<file path="config.mk">
export PLATFORM = sky130hd
export DESIGN_NAME = mlp_node_scheduler_flat
export DESIGN_NICKNAME = d
export VERILOG_FILES = /design/src/rtl/mlp_node_scheduler_pkg.sv /design/src/rtl/mlp_node_scheduler_if.sv /design/src/rtl/mlp_node_scheduler_neuron_eval.sv /design/src/rtl/mlp_node_scheduler.sv /design/src/flat_wrapper.sv
export SDC_FILE = /design/constraint.sdc
export NUM_CORES = 1
export LEC_CHECK = 0
export ABC_AREA = 1
export ABC_CLOCK_PERIOD_IN_PS = 2600
export CORE_ASPECT_RATIO = 1.1
export CORE_UTILIZATION = 50
export CTS_CLUSTER_SIZE = 12
export DETAILED_ROUTE_END_ITERATION = 10
export PLACE_DENSITY = 0.82
export SYNTH_ARGS = -nofsm -noshare
export SYNTH_HDL_FRONTEND = slang
export SYNTH_SLANG_ARGS = --single-unit
</file>
<file path="constraint.sdc">
create_clock -name clk -period 2.6 [get_ports clk]
set_clock_uncertainty 0.05 [all_clocks]
set_input_delay 0.52 -clock clk [delete_from_list [all_inputs] [get_ports clk]]
set_output_delay 0.52 -clock clk [all_outputs]
set_load 0.02 [all_outputs]
</file>
<file path="src/rtl/mlp_node_scheduler_pkg.sv">
// Shared types and constants for the time-multiplexed 2-2-1 threshold-neuron sequencer.
package mlp_pkg;

  localparam int unsigned WEIGHT_W    = 4;
  localparam int unsigned ACC_W       = 6;
  localparam int unsigned NUM_WEIGHTS = 9;

  localparam logic [3:0] IDX_A_WA = 4'd0;
  localparam logic [3:0] IDX_A_WB = 4'd1;
  localparam logic [3:0] IDX_A_B  = 4'd2;
  localparam logic [3:0] IDX_B_WA = 4'd3;
  localparam logic [3:0] IDX_B_WB = 4'd4;
  localparam logic [3:0] IDX_B_B  = 4'd5;
  localparam logic [3:0] IDX_C_WA = 4'd6;
  localparam logic [3:0] IDX_C_WB = 4'd7;
  localparam logic [3:0] IDX_C_B  = 4'd8;

  typedef enum logic [2:0] {
    StIdle,
    StEvalA,
    StEvalB,
    StEvalC,
    StDone
  } state_e;

endpackage

</file>
<file path="src/rtl/mlp_node_scheduler_if.sv">
// Config, sample-in and result-out handshakes of the scheduler, plus its busy flag.
interface mlp_node_scheduler_if;
  import mlp_pkg::*;

  logic                       cfg_we;
  logic [3:0]                 cfg_addr;
  logic signed [WEIGHT_W-1:0] cfg_wdata;
  logic                       cfg_ready;
  logic                       cfg_err;
  logic                       in_valid;
  logic                       in_ready;
  logic [1:0]                 in_x;
  logic                       out_valid;
  logic                       out_ready;
  logic                       out_y;
  logic                       busy;

  modport master (
    output cfg_we, cfg_addr, cfg_wdata, in_valid, in_x, out_ready,
    input  cfg_ready, cfg_err, in_ready, out_valid, out_y, busy
  );

  modport slave (
    input  cfg_we, cfg_addr, cfg_wdata, in_valid, in_x, out_ready,
    output cfg_ready, cfg_err, in_ready, out_valid, out_y, busy
  );

endinterface

</file>
<file path="src/rtl/mlp_node_scheduler_neuron_eval.sv">
// Combinational threshold neuron: acc = x1*wA + x2*wB - b, fire when acc > THRESHOLD.
module neuron_eval
  import mlp_pkg::*;
#(
  parameter logic signed [ACC_W-1:0] THRESHOLD = '0
) (
  input  logic                       x1_i,
  input  logic                       x2_i,
  input  logic signed [WEIGHT_W-1:0] wa_i,
  input  logic signed [WEIGHT_W-1:0] wb_i,
  input  logic signed [WEIGHT_W-1:0] b_i,
  output logic                       fire_o,
  output logic signed [ACC_W-1:0]    acc_o
);

  logic signed [ACC_W-1:0] term_a;
  logic signed [ACC_W-1:0] term_b;
  logic signed [ACC_W-1:0] bias;

  // Worst case -8-8-7 / 7+7+8 stays inside ACC_W, so no saturation is needed.
  assign term_a = x1_i ? {{(ACC_W-WEIGHT_W){wa_i[WEIGHT_W-1]}}, wa_i} : '0;
  assign term_b = x2_i ? {{(ACC_W-WEIGHT_W){wb_i[WEIGHT_W-1]}}, wb_i} : '0;
  assign bias   = {{(ACC_W-WEIGHT_W){b_i[WEIGHT_W-1]}}, b_i};

  assign acc_o  = term_a + term_b - bias;
  assign fire_o = acc_o > THRESHOLD;

endmodule

</file>
<file path="src/rtl/mlp_node_scheduler.sv">
// Steps one shared neuron evaluator through hidden nodes A, B and output node C,
// with a runtime-writable weight file and valid/ready sample and result ports.
module mlp_node_scheduler
  import mlp_pkg::*;
#(
  parameter logic signed [ACC_W-1:0] THRESHOLD = '0
) (
  input logic                  clk,
  input logic                  rst_n,
  mlp_node_scheduler_if.slave  sched_io
);

  state_e                     state_q, state_d;
  logic [1:0]                 x_q, x_d;
  logic                       h_a_q, h_a_d;
  logic                       h_b_q, h_b_d;
  logic                       out_y_q, out_y_d;
  logic                       cfg_err_q, cfg_err_d;
  logic signed [WEIGHT_W-1:0] weights_q [NUM_WEIGHTS];
  logic signed [WEIGHT_W-1:0] weights_d [NUM_WEIGHTS];

  logic                       in_ready;
  logic                       cfg_ok;
  logic                       op_x1, op_x2;
  logic signed [WEIGHT_W-1:0] op_wa, op_wb, op_b;
  logic                       fire;
  logic signed [ACC_W-1:0]    acc;
  logic                       unused_acc;

  neuron_eval #(
    .THRESHOLD (THRESHOLD)
  ) u_neuron_eval (
    .x1_i   (op_x1),
    .x2_i   (op_x2),
    .wa_i   (op_wa),
    .wb_i   (op_wb),
    .b_i    (op_b),
    .fire_o (fire),
    .acc_o  (acc)
  );

  assign unused_acc = ^acc;

  assign in_ready = (state_q == StIdle) || ((state_q == StDone) && sched_io.out_ready);
  assign cfg_ok   = sched_io.cfg_we && (state_q == StIdle) && (sched_io.cfg_addr <= IDX_C_B);

  always_comb begin
    state_d   = state_q;
    x_d       = x_q;
    h_a_d     = h_a_q;
    h_b_d     = h_b_q;
    out_y_d   = out_y_q;
    weights_d = weights_q;
    op_x1     = 1'b0;
    op_x2     = 1'b0;
    op_wa     = '0;
    op_wb     = '0;
    op_b      = '0;
    cfg_err_d = sched_io.cfg_we && !cfg_ok;

    for (int unsigned i = 0; i < NUM_WEIGHTS; i++) begin
      if (cfg_ok && (sched_io.cfg_addr == 4'(i))) begin
        weights_d[i] = sched_io.cfg_wdata;
      end
    end

    unique case (state_q)
      StIdle: begin
        if (sched_io.in_valid) begin
          x_d     = sched_io.in_x;
          state_d = StEvalA;
        end
      end
      StEvalA: begin
        op_x1   = x_q[0];
        op_x2   = x_q[1];
        op_wa   = weights_q[IDX_A_WA];
        op_wb   = weights_q[IDX_A_WB];
        op_b    = weights_q[IDX_A_B];
        h_a_d   = fire;
        state_d = StEvalB;
      end
      StEvalB: begin
        op_x1   = x_q[0];
        op_x2   = x_q[1];
        op_wa   = weights_q[IDX_B_WA];
        op_wb   = weights_q[IDX_B_WB];
        op_b    = weights_q[IDX_B_B];
        h_b_d   = fire;
        state_d = StEvalC;
      end
      StEvalC: begin
        op_x1   = h_a_q;
        op_x2   = h_b_q;
        op_wa   = weights_q[IDX_C_WA];
        op_wb   = weights_q[IDX_C_WB];
        op_b    = weights_q[IDX_C_B];
        out_y_d = fire;
        state_d = StDone;
      end
      StDone: begin
        // Result drains and, if a sample waits, it is taken in the same cycle.
        if (sched_io.out_ready) begin
          if (sched_io.in_valid) begin
            x_d     = sched_io.in_x;
            state_d = StEvalA;
          end else begin
            state_d = StIdle;
          end
        end
      end
      default: state_d = StIdle;
    endcase
  end

  always_ff @(posedge clk or negedge rst_n) begin
    if (!rst_n) begin
      state_q   <= StIdle;
      x_q       <= '0;
      h_a_q     <= 1'b0;
      h_b_q     <= 1'b0;
      out_y_q   <= 1'b0;
      cfg_err_q <= 1'b0;
      weights_q <= '{default: '0};
    end else begin
      state_q   <= state_d;
      x_q       <= x_d;
      h_a_q     <= h_a_d;
      h_b_q     <= h_b_d;
      out_y_q   <= out_y_d;
      cfg_err_q <= cfg_err_d;
      weights_q <= weights_d;
    end
  end

  assign sched_io.in_ready  = in_ready;
  assign sched_io.cfg_ready = (state_q == StIdle);
  assign sched_io.cfg_err   = cfg_err_q;
  assign sched_io.out_valid = (state_q == StDone);
  assign sched_io.out_y     = out_y_q;
  assign sched_io.busy      = (state_q != StIdle);

endmodule

</file>
<file path="src/flat_wrapper.sv">
// flat-port wrapper written by rule: the top's interface ports become plain ports
module mlp_node_scheduler_flat import mlp_pkg::*;
#(
  parameter logic signed [ACC_W-1:0] THRESHOLD = '0
)
  (clk, rst_n, sched_io_cfg_we, sched_io_cfg_addr, sched_io_cfg_wdata, sched_io_in_valid, sched_io_in_x, sched_io_out_ready, sched_io_cfg_ready, sched_io_cfg_err, sched_io_in_ready, sched_io_out_valid, sched_io_out_y, sched_io_busy);
  mlp_node_scheduler_if sched_io_i ();
  input logic clk;
  input logic rst_n;
  input wire logic [$bits(sched_io_i.cfg_we)-1:0] sched_io_cfg_we;
  input wire logic [$bits(sched_io_i.cfg_addr)-1:0] sched_io_cfg_addr;
  input wire logic [$bits(sched_io_i.cfg_wdata)-1:0] sched_io_cfg_wdata;
  input wire logic [$bits(sched_io_i.in_valid)-1:0] sched_io_in_valid;
  input wire logic [$bits(sched_io_i.in_x)-1:0] sched_io_in_x;
  input wire logic [$bits(sched_io_i.out_ready)-1:0] sched_io_out_ready;
  output wire logic [$bits(sched_io_i.cfg_ready)-1:0] sched_io_cfg_ready;
  output wire logic [$bits(sched_io_i.cfg_err)-1:0] sched_io_cfg_err;
  output wire logic [$bits(sched_io_i.in_ready)-1:0] sched_io_in_ready;
  output wire logic [$bits(sched_io_i.out_valid)-1:0] sched_io_out_valid;
  output wire logic [$bits(sched_io_i.out_y)-1:0] sched_io_out_y;
  output wire logic [$bits(sched_io_i.busy)-1:0] sched_io_busy;
  assign sched_io_i.cfg_we = sched_io_cfg_we;
  assign sched_io_i.cfg_addr = sched_io_cfg_addr;
  assign sched_io_i.cfg_wdata = sched_io_cfg_wdata;
  assign sched_io_i.in_valid = sched_io_in_valid;
  assign sched_io_i.in_x = sched_io_in_x;
  assign sched_io_i.out_ready = sched_io_out_ready;
  assign sched_io_cfg_ready = sched_io_i.cfg_ready;
  assign sched_io_cfg_err = sched_io_i.cfg_err;
  assign sched_io_in_ready = sched_io_i.in_ready;
  assign sched_io_out_valid = sched_io_i.out_valid;
  assign sched_io_out_y = sched_io_i.out_y;
  assign sched_io_busy = sched_io_i.busy;
  mlp_node_scheduler #(.THRESHOLD(THRESHOLD)) u_core (.clk(clk), .rst_n(rst_n), .sched_io(sched_io_i));
endmodule
</file>
==> run_1/m3.png <==
(4 px per um)
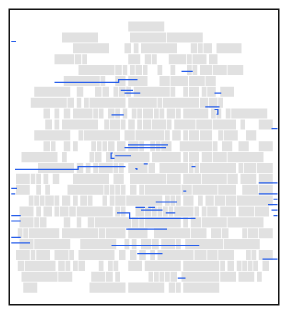
The longest straight run is 21.6 um. The wires run mostly horizontal.
number of vias after detailed routing: 2076
total detailed-routing wirelength: 5.604 mm

==> run_1/floorplan.png <==
(4 px per um) Pins as bars on the die edge. Tap cells in grey.
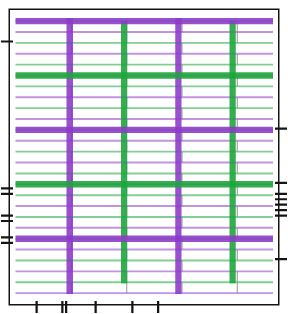
Key: VDD = green; VSS = purple
5 straps on met5. 54 tap cells.
Core Footprint: 4379 sq um
Worst VDD drop: 0.5889 mV

==> run_1/layers.png <==
(4 px per um)
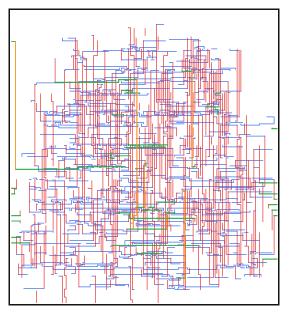
Key: M1 = blue [wire length 2260 um]; M2 = red [wire length 3020 um]; M3 = green [wire length 202 um]; M4 = orange [wire length 131 um]
global routing usage summed across all routing layers: 25.95%
routed wirelength normalized by instance count: 14.44 um

==> run_1/m2.png <==
(4 px per um)
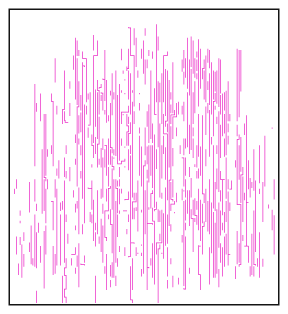
The layer carries 3020 um of wire. The layer holds 54% of the routed length. The wires run mostly vertical.
met2 usage in global routing: 45.68%

==> flow_metrics.env, run 1 <==
# flow metrics
export IMPL_outcome="finished, violations left"
export IMPL_violations="setup timing"
export IMPL_regMostFlops="u_core.weights_q"
export IMPL_ctsLongestPathBuffers=2
export IMPL_drive_gt1_share_pct=28.14
export IMPL_power_attributed_to_sequential_cells_uw=1270
export IMPL_floorplan_initialDensity_pct=53.06
export IMPL_capture_point_of_the_critical_path="u_core.sched_io.out_y$_DFFE_PN0N_"
export IMPL_postLayoutCellArea_sq_um=3131
export IMPL_cellLeakagePower_uw=0.001496
export IMPL_pwr_share_seq_pct=27.6
export IMPL_setup_ws_ns=-0.2394
export IMPL_grt_setup_unrepaired="true"
export IMPL_clkbuf_count=7
export IMPL_clk_latency_ns=0.30
export IMPL_synthTopCellsByArea="sky130_fd_sc_hd__dfrtp_1 48%, sky130_fd_sc_hd__nand2_1 16%, sky130_fd_sc_hd__inv_1 5.5%, sky130_fd_sc_hd__o21ai_0 5.4%, sky130_fd_sc_hd__nand3_1 3.7%"
export IMPL_count_of_endpoints_failing_hold_in_the_final_timing_report=0
export IMPL_clkCellAreaFrac_pct=3.357
export IMPL_drt_vias_per_instance=5.351
export IMPL_yosys_dominant_comb_family="simple AND/OR/NAND/NOR gates"
export IMPL_synth_top_cell_by_area="sky130_fd_sc_hd__dfrtp_1"
export IMPL_max_reg_flops=36
export IMPL_synth_adder_area_share_pct=6.677
export IMPL_crit_reg2reg_capture="u_core.sched_io.out_y$_DFFE_PN0N_"
export IMPL_critical_path_arrival_ns=2.99
export IMPL_fin_total_pwr_uw=4596
export IMPL_yosys_area_share_aoi_pct=11.42
export IMPL_net_switching_power_uw=2024
export IMPL_final_setup_tns_ns=-0.7004
export IMPL_layout_nonclk_buf_share_pct=13.83
export IMPL_slew_violations=0
export IMPL_area_combinational_sq_um=1256
export IMPL_mux_area_share_pct=0.9693
export IMPL_fp_row_count=25
export IMPL_final_cell_count_no_fill=388
export IMPL_layout_comb_gates_multi_input=199
export IMPL_avgSynthCellArea_sq_um=8.269
export IMPL_cells_in_synth_stat_txt=281
export IMPL_finalSetupViolCount=3
export IMPL_finish_net_count=358
export IMPL_met3_wirelength_from_detailed_routing_um=202
export IMPL_worst_pin_slew_ns=0.6253
export IMPL_drc=0
export IMPL_postCtsResizedCells=23
export IMPL_clock_slew_at_the_register_clock_pins_of_the_worst_setup_and_hold_paths_ns=0.09
export IMPL_grt_met3_usage_pct=4.503
export IMPL_final_signal_buffer_count=48
==> run_1/clock_nets.png <==
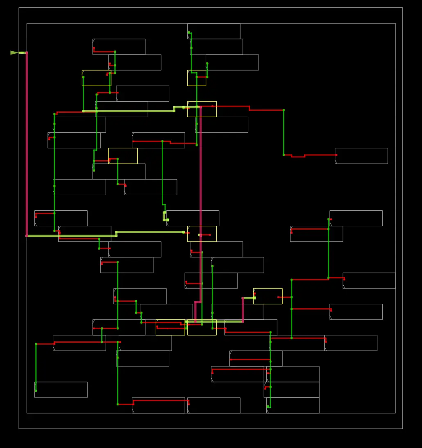

==> run 2, diff against run 1 <==
--- a/config.mk
+++ b/config.mk
@@ -11,7 +11,9 @@
 export CORE_UTILIZATION = 50
 export CTS_CLUSTER_SIZE = 12
 export DETAILED_ROUTE_END_ITERATION = 10
+export GPL_ROUTABILITY_DRIVEN = 0
 export PLACE_DENSITY = 0.82
 export SYNTH_ARGS = -nofsm -noshare
 export SYNTH_HDL_FRONTEND = slang
 export SYNTH_SLANG_ARGS = --single-unit
+export TNS_END_PERCENT = 10
==> run_2/clock_nets.png <==
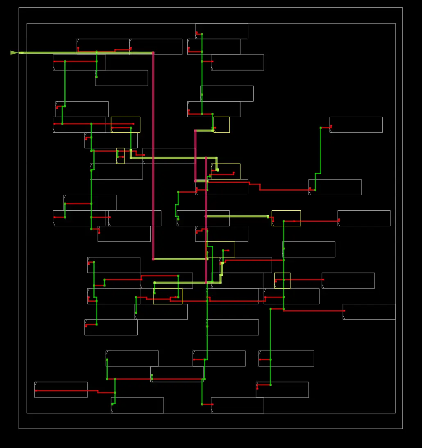
number of clock buffers inserted by TritonCTS: 5
Sinks on Clock Net: 45
flip-flops: 45
reported clock group power: 443 uW

==> run_2/floorplan.png <==
(4 px per um) Pins as bars on the die edge. Tap cells in grey.
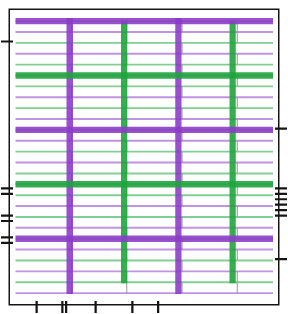
Key: VSS = purple; VDD = green
4 straps on met4. 5 straps on met5. 26 met1 rails follow the rows. 54 tap cells. 21 signal pins sit on the boundary.
Worst VDD drop: 0.5603 mV
die width: 67.00 um
Die Height: 73.50 um

==> run 2 against run 1 <==
The flow still finishes with violations (setup timing). Non-clock buffer count fell by 4. First-iteration DRC count decreased by 28%. Via count fell by 2.1%. Worst setup slack gained 0.022 ns. Die area unchanged. Cell count fell by 0.77%. Critical path depth increased by 4. Maximum frequency up 0.79%. Combinational power down 17%. Hold slack worse by 0.061 ns. Largest cell class unchanged.
==> flow_metrics.env, run 2 <==
# flow metrics
export IMPL_count_of_endpoints_failing_hold_in_the_final_timing_report=0
export IMPL_grt_setup_unrepaired="true"
export IMPL_synth_top_cell_by_area="sky130_fd_sc_hd__dfrtp_1"
export IMPL_layout_comb_gates_multi_input=199
export IMPL_synth_adder_area_share_pct=6.677
export IMPL_met3_wirelength_from_detailed_routing_um=165
export IMPL_yosys_dominant_comb_family="simple AND/OR/NAND/NOR gates"
export IMPL_synthTopCellsByArea="sky130_fd_sc_hd__dfrtp_1 48%, sky130_fd_sc_hd__nand2_1 16%, sky130_fd_sc_hd__inv_1 5.5%, sky130_fd_sc_hd__o21ai_0 5.4%, sky130_fd_sc_hd__nand3_1 3.7%"
export IMPL_outcome="finished, violations left"
export IMPL_pwr_share_seq_pct=30.9
export IMPL_cells_in_synth_stat_txt=281
export IMPL_final_cell_count_no_fill=385
export IMPL_layout_nonclk_buf_share_pct=13.01
export IMPL_setup_ws_ns=-0.2171
export IMPL_avgSynthCellArea_sq_um=8.269
export IMPL_violations="setup timing"
export IMPL_drive_gt1_share_pct=22.36
export IMPL_grt_met3_usage_pct=4.969
export IMPL_capture_point_of_the_critical_path="u_core.h_a_q$_DFFE_PN0N_"
export IMPL_routed_wirelength_normalized_by_instance_count_um=13.75
export IMPL_fp_row_count=25
export IMPL_cellLeakagePower_uw=0.001441
export IMPL_yosys_area_share_aoi_pct=11.42
export IMPL_finalSetupViolCount=3
export IMPL_clkbuf_count=6
export IMPL_drt_vias_per_instance=5.281
export IMPL_clock_slew_at_the_register_clock_pins_of_the_worst_setup_and_hold_paths_ns=0.09
==> run_2/m2.png <==
(4 px per um)
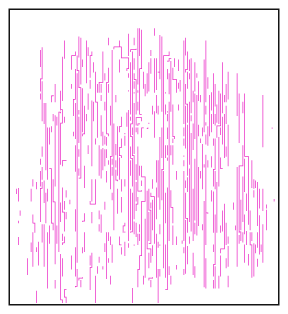
301 nets have wire on it. The wires run mostly vertical. The layer holds 51% of the routed length. The layer carries 2710 um of wire.
met2 usage in global routing: 43.43%
total detailed-routing wirelength: 5.295 mm
number of vias after detailed routing: 2033

Power figures rest on the tool's default switching activity, not on a simulated workload.
